==> run_1/clock_wires.png <==
Drawn at 8 px/um.
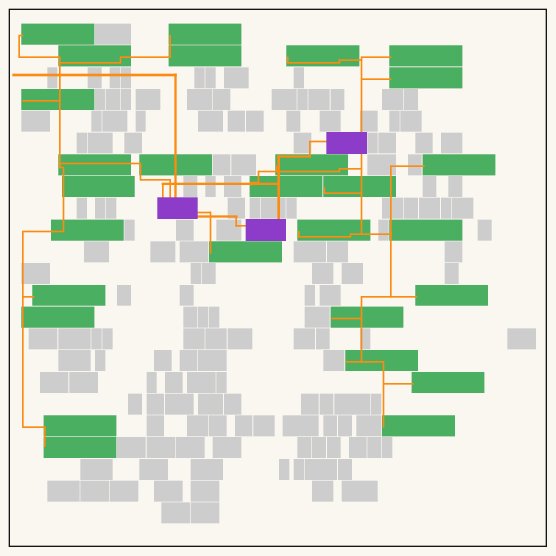
==> run_1/m2.png <==
Drawn at 8 px/um.
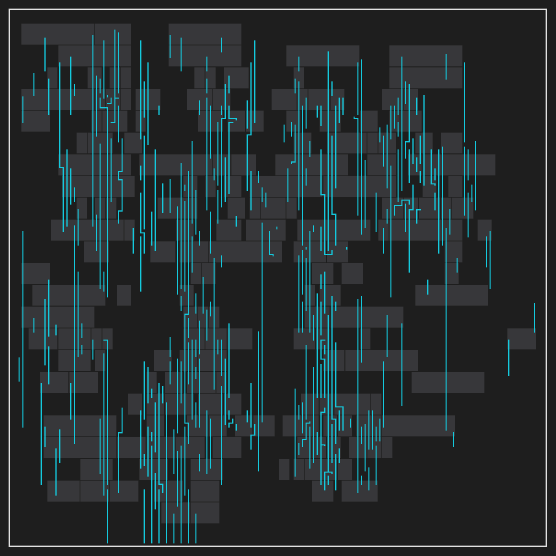
==> run_1/clock_nets.png <==
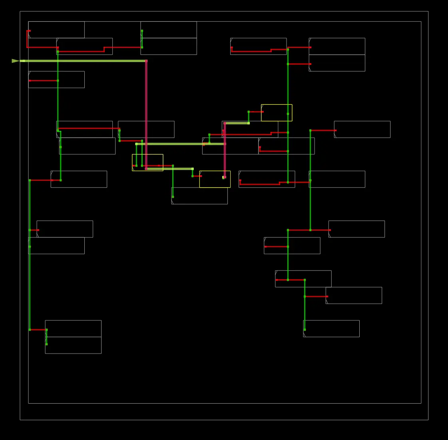
==> run_1/class_map.png <==
Drawn at 6 px/um. Fill, decap, tap and diode cells in gray.
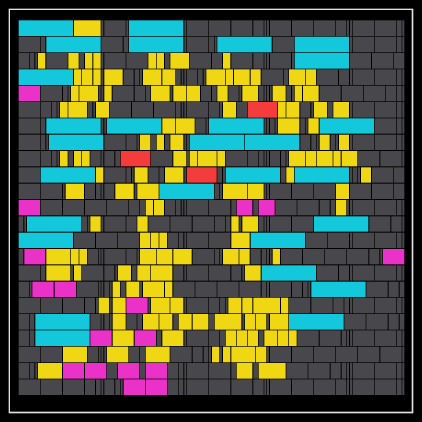
$ cat src/rtl/keyboard_arrow_decoder_if.sv
// keyboard_arrow_decoder_if
//   Connects a PS/2 byte receiver to the arrow-key decoder.
//   Byte stream (from the receiver):
//     din_new      one-cycle strobe, din holds a complete scan-code byte
//     din[7:0]     scan-code byte, meaningful only while din_new=1
//   Decoded key state (from the decoder):
//     leftPressed / rightPressed / upPressed / downPressed  level flags
//     seqError     one-cycle pulse when a truncated prefix sequence times out
//   Modports: master = byte source, slave = decoder.
interface keyboard_arrow_decoder_if;
  logic       din_new;
  logic [7:0] din;
  logic       leftPressed;
  logic       rightPressed;
  logic       upPressed;
  logic       downPressed;
  logic       seqError;

  modport master (
    output din_new, din,
    input  leftPressed, rightPressed, upPressed, downPressed, seqError
  );

  modport slave (
    input  din_new, din,
    output leftPressed, rightPressed, upPressed, downPressed, seqError
  );
endinterface

$ cat src/rtl/keyboard_arrow_decoder.sv
// keyboard_arrow_decoder
//   Turns a PS/2 Set 2 scan-code byte stream into four level-type arrow
//   flags. Follows E0 (extended) / F0 (break) prefixes, swallows the 8-byte
//   Pause sequence (E1 ...), and drops a dangling prefix after
//   TIMEOUT_CYCLES clocks without a new byte.
//   Parameters:
//     TIMEOUT_CYCLES  clocks of silence before a pending prefix is dropped
//     ACCEPT_KEYPAD   1 = non-extended keypad 8/4/6/2 also drive the flags
//   Ports:
//     clk    system clock
//     reset  asynchronous, active-high reset
//     kbd    slave side of keyboard_arrow_decoder_if (byte in, flags out)
module keyboard_arrow_decoder #(
  parameter int TIMEOUT_CYCLES = 100000,
  parameter bit ACCEPT_KEYPAD  = 1'b0
) (
  input  logic                     clk,
  input  logic                     reset,
  keyboard_arrow_decoder_if.slave  kbd
);

  localparam int CNT_W = (TIMEOUT_CYCLES > 1) ? $clog2(TIMEOUT_CYCLES) : 1;
  localparam logic [CNT_W-1:0] TIMEOUT_LAST = CNT_W'(TIMEOUT_CYCLES - 1);

  localparam logic [7:0] CODE_EXT   = 8'hE0;
  localparam logic [7:0] CODE_BREAK = 8'hF0;
  localparam logic [7:0] CODE_PAUSE = 8'hE1;

  // Flag index: 0 = left, 1 = right, 2 = up, 3 = down.
  localparam logic [31:0] KEY_CODES = {8'h72, 8'h75, 8'h74, 8'h6B};

  // Bytes still to discard after the leading E1 of a Pause sequence.
  localparam logic [2:0] PAUSE_TAIL = 3'd7;

  typedef enum logic [2:0] {
    IDLE    = 3'd0,
    EXT     = 3'd1,
    BRK     = 3'd2,
    EXT_BRK = 3'd3,
    SKIP    = 3'd4
  } stateT;

  stateT            stateReg, stateNext;
  logic [2:0]       skipCntReg, skipCntNext;
  logic [CNT_W-1:0] timeoutCntReg, timeoutCntNext;
  logic [3:0]       flagsReg, flagsNext;
  logic             seqErrorReg, seqErrorNext;

  logic [3:0] keyHit;
  logic       isPrefix;
  logic       timeoutHit;
  logic       makeEv;
  logic       breakEv;
  logic       extEv;
  logic       applyEv;

  genvar gi;
  generate
    for (gi = 0; gi < 4; gi++) begin : gKeyMatch
      assign keyHit[gi] = (kbd.din == KEY_CODES[8*gi +: 8]);
    end
  endgenerate

  assign isPrefix = (kbd.din == CODE_EXT) || (kbd.din == CODE_BREAK) ||
                    (kbd.din == CODE_PAUSE);

  // An arriving byte always beats an expiring timeout.
  assign timeoutHit = (stateReg != IDLE) && !kbd.din_new &&
                      (timeoutCntReg == TIMEOUT_LAST);

  // State register
  always_ff @(posedge clk or posedge reset) begin
    if (reset) begin
      stateReg      <= IDLE;
      skipCntReg    <= 3'd0;
      timeoutCntReg <= '0;
      flagsReg      <= 4'b0000;
      seqErrorReg   <= 1'b0;
    end else begin
      stateReg      <= stateNext;
      skipCntReg    <= skipCntNext;
      timeoutCntReg <= timeoutCntNext;
      flagsReg      <= flagsNext;
      seqErrorReg   <= seqErrorNext;
    end
  end

  // Next-state logic
  always_comb begin
    stateNext   = stateReg;
    skipCntNext = skipCntReg;
    if (kbd.din_new) begin
      case (stateReg)
        IDLE: begin
          if (kbd.din == CODE_EXT) begin
            stateNext = EXT;
          end else if (kbd.din == CODE_BREAK) begin
            stateNext = BRK;
          end else if (kbd.din == CODE_PAUSE) begin
            stateNext   = SKIP;
            skipCntNext = PAUSE_TAIL;
          end
        end
        EXT: begin
          if (kbd.din == CODE_BREAK) begin
            stateNext = EXT_BRK;
          end else if (kbd.din == CODE_EXT) begin
            stateNext = EXT;
          end else if (kbd.din == CODE_PAUSE) begin
            stateNext   = SKIP;
            skipCntNext = PAUSE_TAIL;
          end else begin
            stateNext = IDLE;
          end
        end
        BRK, EXT_BRK: stateNext = IDLE;
        SKIP: begin
          // A zero count here is unreachable; leave SKIP rather than wrap.
          if (skipCntReg != 3'd0) begin
            skipCntNext = skipCntReg - 3'd1;
          end
          if (skipCntReg <= 3'd1) begin
            stateNext = IDLE;
          end
        end
        default: stateNext = IDLE;
      endcase
    end else if (timeoutHit) begin
      stateNext   = IDLE;
      skipCntNext = 3'd0;
    end

    // Stops at TIMEOUT_LAST because timeoutHit clears it, so it cannot wrap.
    if (kbd.din_new || timeoutHit) begin
      timeoutCntNext = '0;
    end else if (stateReg != IDLE) begin
      timeoutCntNext = timeoutCntReg + 1'b1;
    end else begin
      timeoutCntNext = timeoutCntReg;
    end
  end

  // Output logic: classify the byte as make/break and update flags.
  always_comb begin
    makeEv       = 1'b0;
    breakEv      = 1'b0;
    extEv        = 1'b0;
    seqErrorNext = timeoutHit;
    if (kbd.din_new) begin
      case (stateReg)
        IDLE:    makeEv = !isPrefix;
        EXT: begin
          makeEv = !isPrefix;
          extEv  = 1'b1;
        end
        // After F0 every byte, prefix values included, is a break code.
        BRK:     breakEv = 1'b1;
        EXT_BRK: begin
          breakEv = 1'b1;
          extEv   = 1'b1;
        end
        default: ;
      endcase
    end
    applyEv = (makeEv || breakEv) && (extEv || ACCEPT_KEYPAD);
  end

  generate
    for (gi = 0; gi < 4; gi++) begin : gFlagNext
      assign flagsNext[gi] = (applyEv && keyHit[gi]) ? makeEv : flagsReg[gi];
    end
  endgenerate

  assign kbd.leftPressed  = flagsReg[0];
  assign kbd.rightPressed = flagsReg[1];
  assign kbd.upPressed    = flagsReg[2];
  assign kbd.downPressed  = flagsReg[3];
  assign kbd.seqError     = seqErrorReg;

endmodule
$ cat src/flat_wrapper.sv
// flat-port wrapper written by rule: the top's interface ports become plain ports
module keyboard_arrow_decoder_flat 
#(
  parameter int TIMEOUT_CYCLES = 100000,
  parameter bit ACCEPT_KEYPAD  = 1'b0
)
  (clk, reset, kbd_din_new, kbd_din, kbd_leftPressed, kbd_rightPressed, kbd_upPressed, kbd_downPressed, kbd_seqError);
  keyboard_arrow_decoder_if kbd_i ();
  input  logic clk;
  input  logic reset;
  input wire logic [$bits(kbd_i.din_new)-1:0] kbd_din_new;
  input wire logic [$bits(kbd_i.din)-1:0] kbd_din;
  output wire logic [$bits(kbd_i.leftPressed)-1:0] kbd_leftPressed;
  output wire logic [$bits(kbd_i.rightPressed)-1:0] kbd_rightPressed;
  output wire logic [$bits(kbd_i.upPressed)-1:0] kbd_upPressed;
  output wire logic [$bits(kbd_i.downPressed)-1:0] kbd_downPressed;
  output wire logic [$bits(kbd_i.seqError)-1:0] kbd_seqError;
  assign kbd_i.din_new = kbd_din_new;
  assign kbd_i.din = kbd_din;
  assign kbd_leftPressed = kbd_i.leftPressed;
  assign kbd_rightPressed = kbd_i.rightPressed;
  assign kbd_upPressed = kbd_i.upPressed;
  assign kbd_downPressed = kbd_i.downPressed;
  assign kbd_seqError = kbd_i.seqError;
  keyboard_arrow_decoder #(.TIMEOUT_CYCLES(TIMEOUT_CYCLES), .ACCEPT_KEYPAD(ACCEPT_KEYPAD)) u_core (.clk(clk), .reset(reset), .kbd(kbd_i));
endmodule
$ cat config.mk
export PLATFORM = sky130hd
export DESIGN_NAME = keyboard_arrow_decoder_flat
export DESIGN_NICKNAME = d
export VERILOG_FILES = /design/src/rtl/keyboard_arrow_decoder_if.sv /design/src/rtl/keyboard_arrow_decoder.sv /design/src/flat_wrapper.sv
export SDC_FILE = /design/constraint.sdc
export NUM_CORES = 1
export LEC_CHECK = 0
export CELL_PAD_IN_SITES_DETAIL_PLACEMENT = 0
export CELL_PAD_IN_SITES_GLOBAL_PLACEMENT = 2
export CORE_UTILIZATION = 38
export DETAILED_ROUTE_END_ITERATION = 12
export HOLD_SLACK_MARGIN = 0.05
export MAX_ROUTING_LAYER = met4
export PLACE_DENSITY = 0.86
export SLEW_MARGIN = 20
export SYNTH_ARGS = -nofsm -noshare
export SYNTH_HDL_FRONTEND = slang
export SYNTH_SLANG_ARGS = --single-unit
$ cat constraint.sdc
create_clock -name clk -period 3.77 [get_ports clk]
set_clock_uncertainty 0.2 [all_clocks]
set_input_delay 0.754 -clock clk [delete_from_list [all_inputs] [get_ports clk]]
set_output_delay 0.754 -clock clk [all_outputs]
set_load 0.01 [all_outputs]
==> results_tabular.tex, run 1 <==
% Synthesis and place-and-route results
\begin{tabular}{lr}
\hline
Metric & Value \\
\hline
\multicolumn{2}{l}{\textbf{Run status}} \\
\quad Result of the run & completed \\
\multicolumn{2}{l}{\textbf{Layout}} \\
\quad Most common cell after layout, fill and taps aside & sky130\_fd\_sc\_hd\_\_dfrtp\_1 \\
\quad Number of nets in the layout & 202 \\
\quad Layout buffer count excluding clock buffers & 17 \\
\quad Layout fillers & 409 \\
\quad Registers with the highest flip-flop counts & u\_core.timeoutCntReg: 17 flops, u\_core.flagsReg: 4 flops \\
\quad Max reg flops & 17 \\
\quad Multi-input gate area & 842 sq um \\
\quad Clock network area share & about 2.2\% \\
\multicolumn{2}{l}{\textbf{STA}} \\
\quad Final cycle utilization of the critical path & between 70\% and 80\% \\
\quad Total of endpoints with negative setup slack in the final report & 0 \\
\quad Number of hold violations in the final report & 0 \\
\quad Maximum clock rate & around 0.36 GHz \\
\quad Final-report max-slew violation count & 0 \\
\multicolumn{2}{l}{\textbf{Global route}} \\
\quad Global Route Usage Sum & 18.6\% \\
\quad Gr ovfl total & 0 \\
\quad Antenna violations before repair & 0 \\
\quad GR Util met2 & about 32\% \\
\multicolumn{2}{l}{\textbf{Routing}} \\
\quad Via count & $\sim$1300 \\
\quad DRT met1 WL & 1690 um \\
\quad DRC marker count from the first detailed-route iteration & 60 \\
\quad Top Layer Used & met4 \\
\multicolumn{2}{l}{\textbf{Synthesis}} \\
\quad Gate count of the mapped netlist & approximately 170 \\
\quad Cell count in the Yosys report & 168 \\
\quad Yosys warning total & 0 \\
\quad Nets in the synthesized netlist & 183 \\
\quad Top logic cell family in the synthesized netlist & simple AND/OR/NAND/NOR gates \\
\quad Sequential area share after synthesis & 43.7\% \\
\quad Library cell with the largest summed area after synthesis & sky130\_fd\_sc\_hd\_\_dfrtp\_1 \\
\quad Number of enable flip-flop cells & 0 \\
\quad Post-synthesis share of cell area spent on full adders, half adders and majority gates & 3.12\% \\
\quad Top cell type's share of synthesized area & 43.7\% \\
\quad Average cell area after synthesis & between 9 and 10 sq um \\
\quad Main synth FF type & sky130\_fd\_sc\_hd\_\_dfrtp\_1 \\
\multicolumn{2}{l}{\textbf{Worst setup path}} \\
\quad Sort of element at the start of the critical path & input port \\
\quad Slowest CP cell & sky130\_fd\_sc\_hd\_\_clkdlybuf4s50\_1 \\
\quad R2R cell count & 5 \\
\quad Terminus of the critical flop-to-flop path & u\_core.timeoutCntReg[16]\$\_DFFE\_PP0P\_ \\
\quad Critical Path Stages & 6 \\
\quad Worst endpoint required time & around 3.7 ns \\
\quad Max stage delay on crit path & 0.55 ns \\
\quad Max Fanout on Critical Path & 11 \\
\multicolumn{2}{l}{\textbf{Run}} \\
\quad Number of maximum-capacitance constraint violations & 0 \\
\multicolumn{2}{l}{\textbf{Hold path}} \\
\quad Min-Delay Path Depth & 1 \\
\quad Hold Path Origin & u\_core.flagsReg[2]\$\_DFFE\_PP0P\_ \\
\multicolumn{2}{l}{\textbf{Power}} \\
\quad Clock group & 159 uW \\
\quad P\_leak & about 0.00073 uW \\
\quad Switch share & 32.8\% \\
\quad Flip-flop and latch power & $\sim$370 uW \\
\multicolumn{2}{l}{\textbf{Clocking}} \\
\quad Maximum count of clock buffers along a single path & 2 \\
\multicolumn{2}{l}{\textbf{Floorplan}} \\
\quad Starting density of the core & 39.8\% \\
\multicolumn{2}{l}{\textbf{Placement}} \\
\quad Number of port buffers & 15 \\
\hline
\end{tabular}
About clock_wires.png:
[flip-flops] green | count: 28
[clock wires] orange | length: 333 um
[clock-net drivers] purple | count: 3
routed clock nets: 4
flops lie: all over the die

About m2.png:
main direction: vertical
wire length on this layer: 1770 um

About clock_nets.png:
number of clock buffers inserted by TritonCTS: 3
number of sequential storage elements: 28
clk_lat worst skew: 0.27 ns

About class_map.png:
[clock-net drivers] red | cells: 3
[remaining buffers and delay cells] magenta | cells: 17
[registers] cyan | cells: 28
[remaining logic cells] yellow | cells: 137
Core Util, Final: 45.9%
post-route cell area: 1850 sq um
Floorplan Core Area: 4030 sq um

==> inputs of run 2 (changes only) <==
- CORE_UTILIZATION: 38 -> 32
- PLACE_DENSITY: 0.86 -> 0.78
- clock period: 3.77 -> 2.3 ns (I/O delays scaled with it)
==> run_2/class_map.png <==
Drawn at 4 px/um. Fill, decap, tap and diode cells in gray.
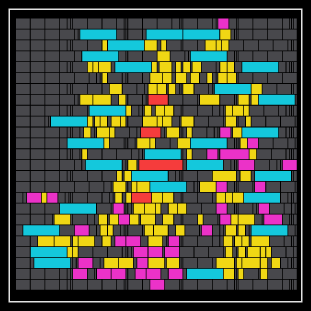
[clock drivers and dummy loads] red | cells: 4
[registers] cyan | cells: 28
[remaining buffers and delay cells] magenta | cells: 34
[remaining logic cells] yellow | cells: 137
sequential share of cell area: 33.9%
post-route cell area: 2060 sq um

==> run_2/port_trees.png <==
Drawn at 4 px/um.
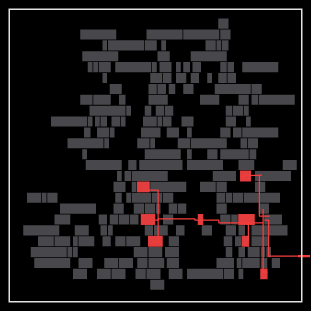
[`kbd_din_new`] red | bits: 1 | direction: input | edge: right | end cells: 8 | buffers: 2 | wire: 103 um

==> results_tabular.tex, run 2 <==
% Synthesis and place-and-route results
\begin{tabular}{lr}
\hline
Metric & Value \\
\hline
\multicolumn{2}{l}{\textbf{Run status}} \\
\quad Result of the run & completed \\
\multicolumn{2}{l}{\textbf{Power}} \\
\quad Switch share & 30.4\% (-2.4 points) \\
\quad Flip-flop and latch power & 597 uW (+63\%) \\
\quad Combinational power & 347 uW \\
\quad Sequential Power Share & 44.4\% \\
\quad P\_leak & 0.000850 uW (+17\%) \\
\quad Switching component of the power & about 410 uW \\
\quad Overall power of the completed layout & around 1300 uW \\
\multicolumn{2}{l}{\textbf{Synthesis}} \\
\quad Mux cell area share after synthesis & 2.81\% \\
\quad Number of enable flip-flop cells & 0 (unchanged) \\
\quad Synthesized area & 1600 sq um \\
\quad Area fraction in and, or, nand and nor cells after synthesis & between 20 and 30\% \\
\quad Library cell with the largest summed area after synthesis & sky130\_fd\_sc\_hd\_\_dfrtp\_1 \\
\quad Gate count of the mapped netlist & 168 (unchanged) \\
\quad Average cell area after synthesis & 9.54 sq um (unchanged) \\
\quad Yosys warning total & 0 (unchanged) \\
\quad Main synth FF type & sky130\_fd\_sc\_hd\_\_dfrtp\_1 \\
\quad Post-synthesis share of cell area spent on full adders, half adders and majority gates & 3.12\% (unchanged) \\
\quad Chip Area, Yosys & 1600 sq um \\
\quad Top logic cell family in the synthesized netlist & simple AND/OR/NAND/NOR gates \\
\quad Yosys reg bits & 28 \\
\quad Nets in the synthesized netlist & 183 (unchanged) \\
\quad AO/OA Area Share & 13.1\% \\
\quad Cell count in the Yosys report & 168 (unchanged) \\
\quad Top cell type's share of synthesized area & 43.7\% (unchanged) \\
\quad Sequential area share after synthesis & 43.7\% (unchanged) \\
\multicolumn{2}{l}{\textbf{Layout}} \\
\quad Registers with the highest flip-flop counts & u\_core.timeoutCntReg: 17 flops, u\_core.flagsReg: 4 flops \\
\quad Number of nets in the layout & 219 (+8.4\%) \\
\quad Core Util, Final & 43.1\% (-2.8 points) \\
\quad Most common cell after layout, fill and taps aside & sky130\_fd\_sc\_hd\_\_dfrtp\_1 \\
\quad Max reg flops & 17 (unchanged) \\
\quad Multi-input gate area & 860 sq um (+2.1\%) \\
\quad ANT cells & 0 \\
\quad Register containing the most flip-flops in the final layout & u\_core.timeoutCntReg \\
\quad Number of sequential storage elements & 28 (unchanged) \\
\quad Clock network area share & 3.45\% (+1.2 points) \\
\quad Layout buffer count excluding clock buffers & 34 (+17) \\
\quad Layout fillers & 474 (+16\%) \\
\multicolumn{2}{l}{\textbf{STA}} \\
\quad Total of endpoints with negative setup slack in the final report & 0 (unchanged) \\
\quad Number of hold violations in the final report & 0 (unchanged) \\
\quad Final cycle utilization of the critical path & 98.1\% \\
\quad RSZ-0062 raised after global routing & yes \\
\quad Measured slew at the worst slew-check pin & 0.506 ns \\
\quad Maximum clock rate & between 0.4 and 0.5 GHz \\
\quad Final-report max-slew violation count & 0 (unchanged) \\
\quad Shortest period the worst path allows & 2.26 ns \\
\quad Setup total negative slack & 0 ns \\
\multicolumn{2}{l}{\textbf{Worst setup path}} \\
\quad Cell family contributing the most delay on the critical path & simple AND/OR/NAND/NOR gates \\
\quad Max Fanout on Critical Path & 19 (+8) \\
\quad Max stage delay on crit path & 0.56 ns (about the same) \\
\quad Worst endpoint required time & 2.27 ns (-1.45 ns) \\
\quad Slowest CP cell & sky130\_fd\_sc\_hd\_\_or4\_4 \\
\quad Sort of element at the start of the critical path & register \\
\quad Terminus of the critical flop-to-flop path & u\_core.stateReg[0]\$\_DFFE\_PP0P\_ \\
\quad Critical path startpoint & u\_core.timeoutCntReg[11]\$\_DFFE\_PP0P\_ \\
\quad Critical Path Stages & 5 (-1) \\
\quad R2R cell count & 5 (unchanged) \\
\quad Critical path cell sequence & or4b\_4, or4\_4, o21ai\_4, buf\_12, o21ai\_2 \\
\quad Critical setup path kind & reg2reg \\
\multicolumn{2}{l}{\textbf{Routing}} \\
\quad DRC marker count from the first detailed-route iteration & 42 (-30\%) \\
\quad Antenna-violating nets left & 0 \\
\quad DRT met1 WL & 1760 um (+4.5\%) \\
\quad Top Layer Used & met4 \\
\quad First drt pass iteration count & 4 \\
\quad Remaining design rule violation count & 0 \\
\quad Via count & 1399 (+4.7\%) \\
\multicolumn{2}{l}{\textbf{Hold path}} \\
\quad Hold Path Origin & u\_core.flagsReg[1]\$\_DFFE\_PP0P\_ \\
\quad WHS Endpoint & u\_core.flagsReg[1]\$\_DFFE\_PP0P\_ \\
\quad Min-Delay Path Depth & 1 (unchanged) \\
\multicolumn{2}{l}{\textbf{Global route}} \\
\quad Largest net degree at the start of global routing & 29 \\
\quad Met1 global-route usage & about a fifth \\
\quad GR Util met2 & 25.9\% (-6.5 points) \\
\quad Global Route Usage Sum & 15.6\% (-3.0 points) \\
\quad Number of global-route vias before repair & 1355 \\
\quad Antenna violations before repair & 0 (unchanged) \\
\quad Gr ovfl total & 0 (unchanged) \\
\quad Global-route wire length before repair & 6270 um \\
\multicolumn{2}{l}{\textbf{Clocking}} \\
\quad Buffer count from post-CTS setup fixing & 0 \\
\quad Number of clock buffers inserted by TritonCTS & 3 (unchanged) \\
\quad CTS clk-pin slew, worst paths & 0.11 ns \\
\quad Maximum count of clock buffers along a single path & 2 (unchanged) \\
\quad CTS tree & done \\
\multicolumn{2}{l}{\textbf{Placement}} \\
\quad Number of port buffers & 15 (unchanged) \\
\quad Post-placement setup slack & -0.321 ns \\
\quad Post-detail-place hpwl & roughly 2800 um \\
\quad Final GP Congestion & 0.815 \\
\multicolumn{2}{l}{\textbf{Floorplan}} \\
\quad Chip area & between 5000 and 6000 sq um \\
\quad Floorplan Core Area & 4790 sq um (+19\%) \\
\quad Starting density of the core & 33.5\% (-6.3 points) \\
\multicolumn{2}{l}{\textbf{Run}} \\
\quad Number of maximum-capacitance constraint violations & 0 (unchanged) \\
\hline
\end{tabular}
==> run_2/clock_wires.png <==
Drawn at 6 px/um.
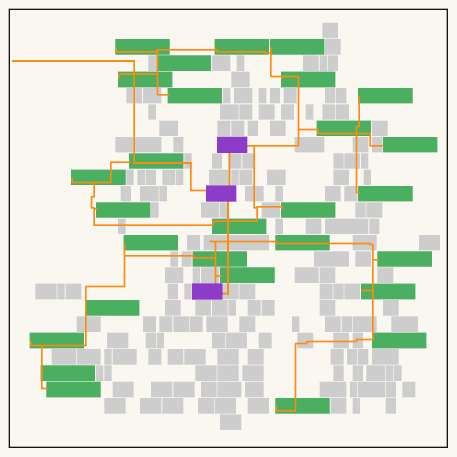
clk_lat worst skew: 0.28 ns
Clock group: 401 uW
clock share of power: 29.8%

Power figures rest on the tool's default switching activity, not on a simulated workload.
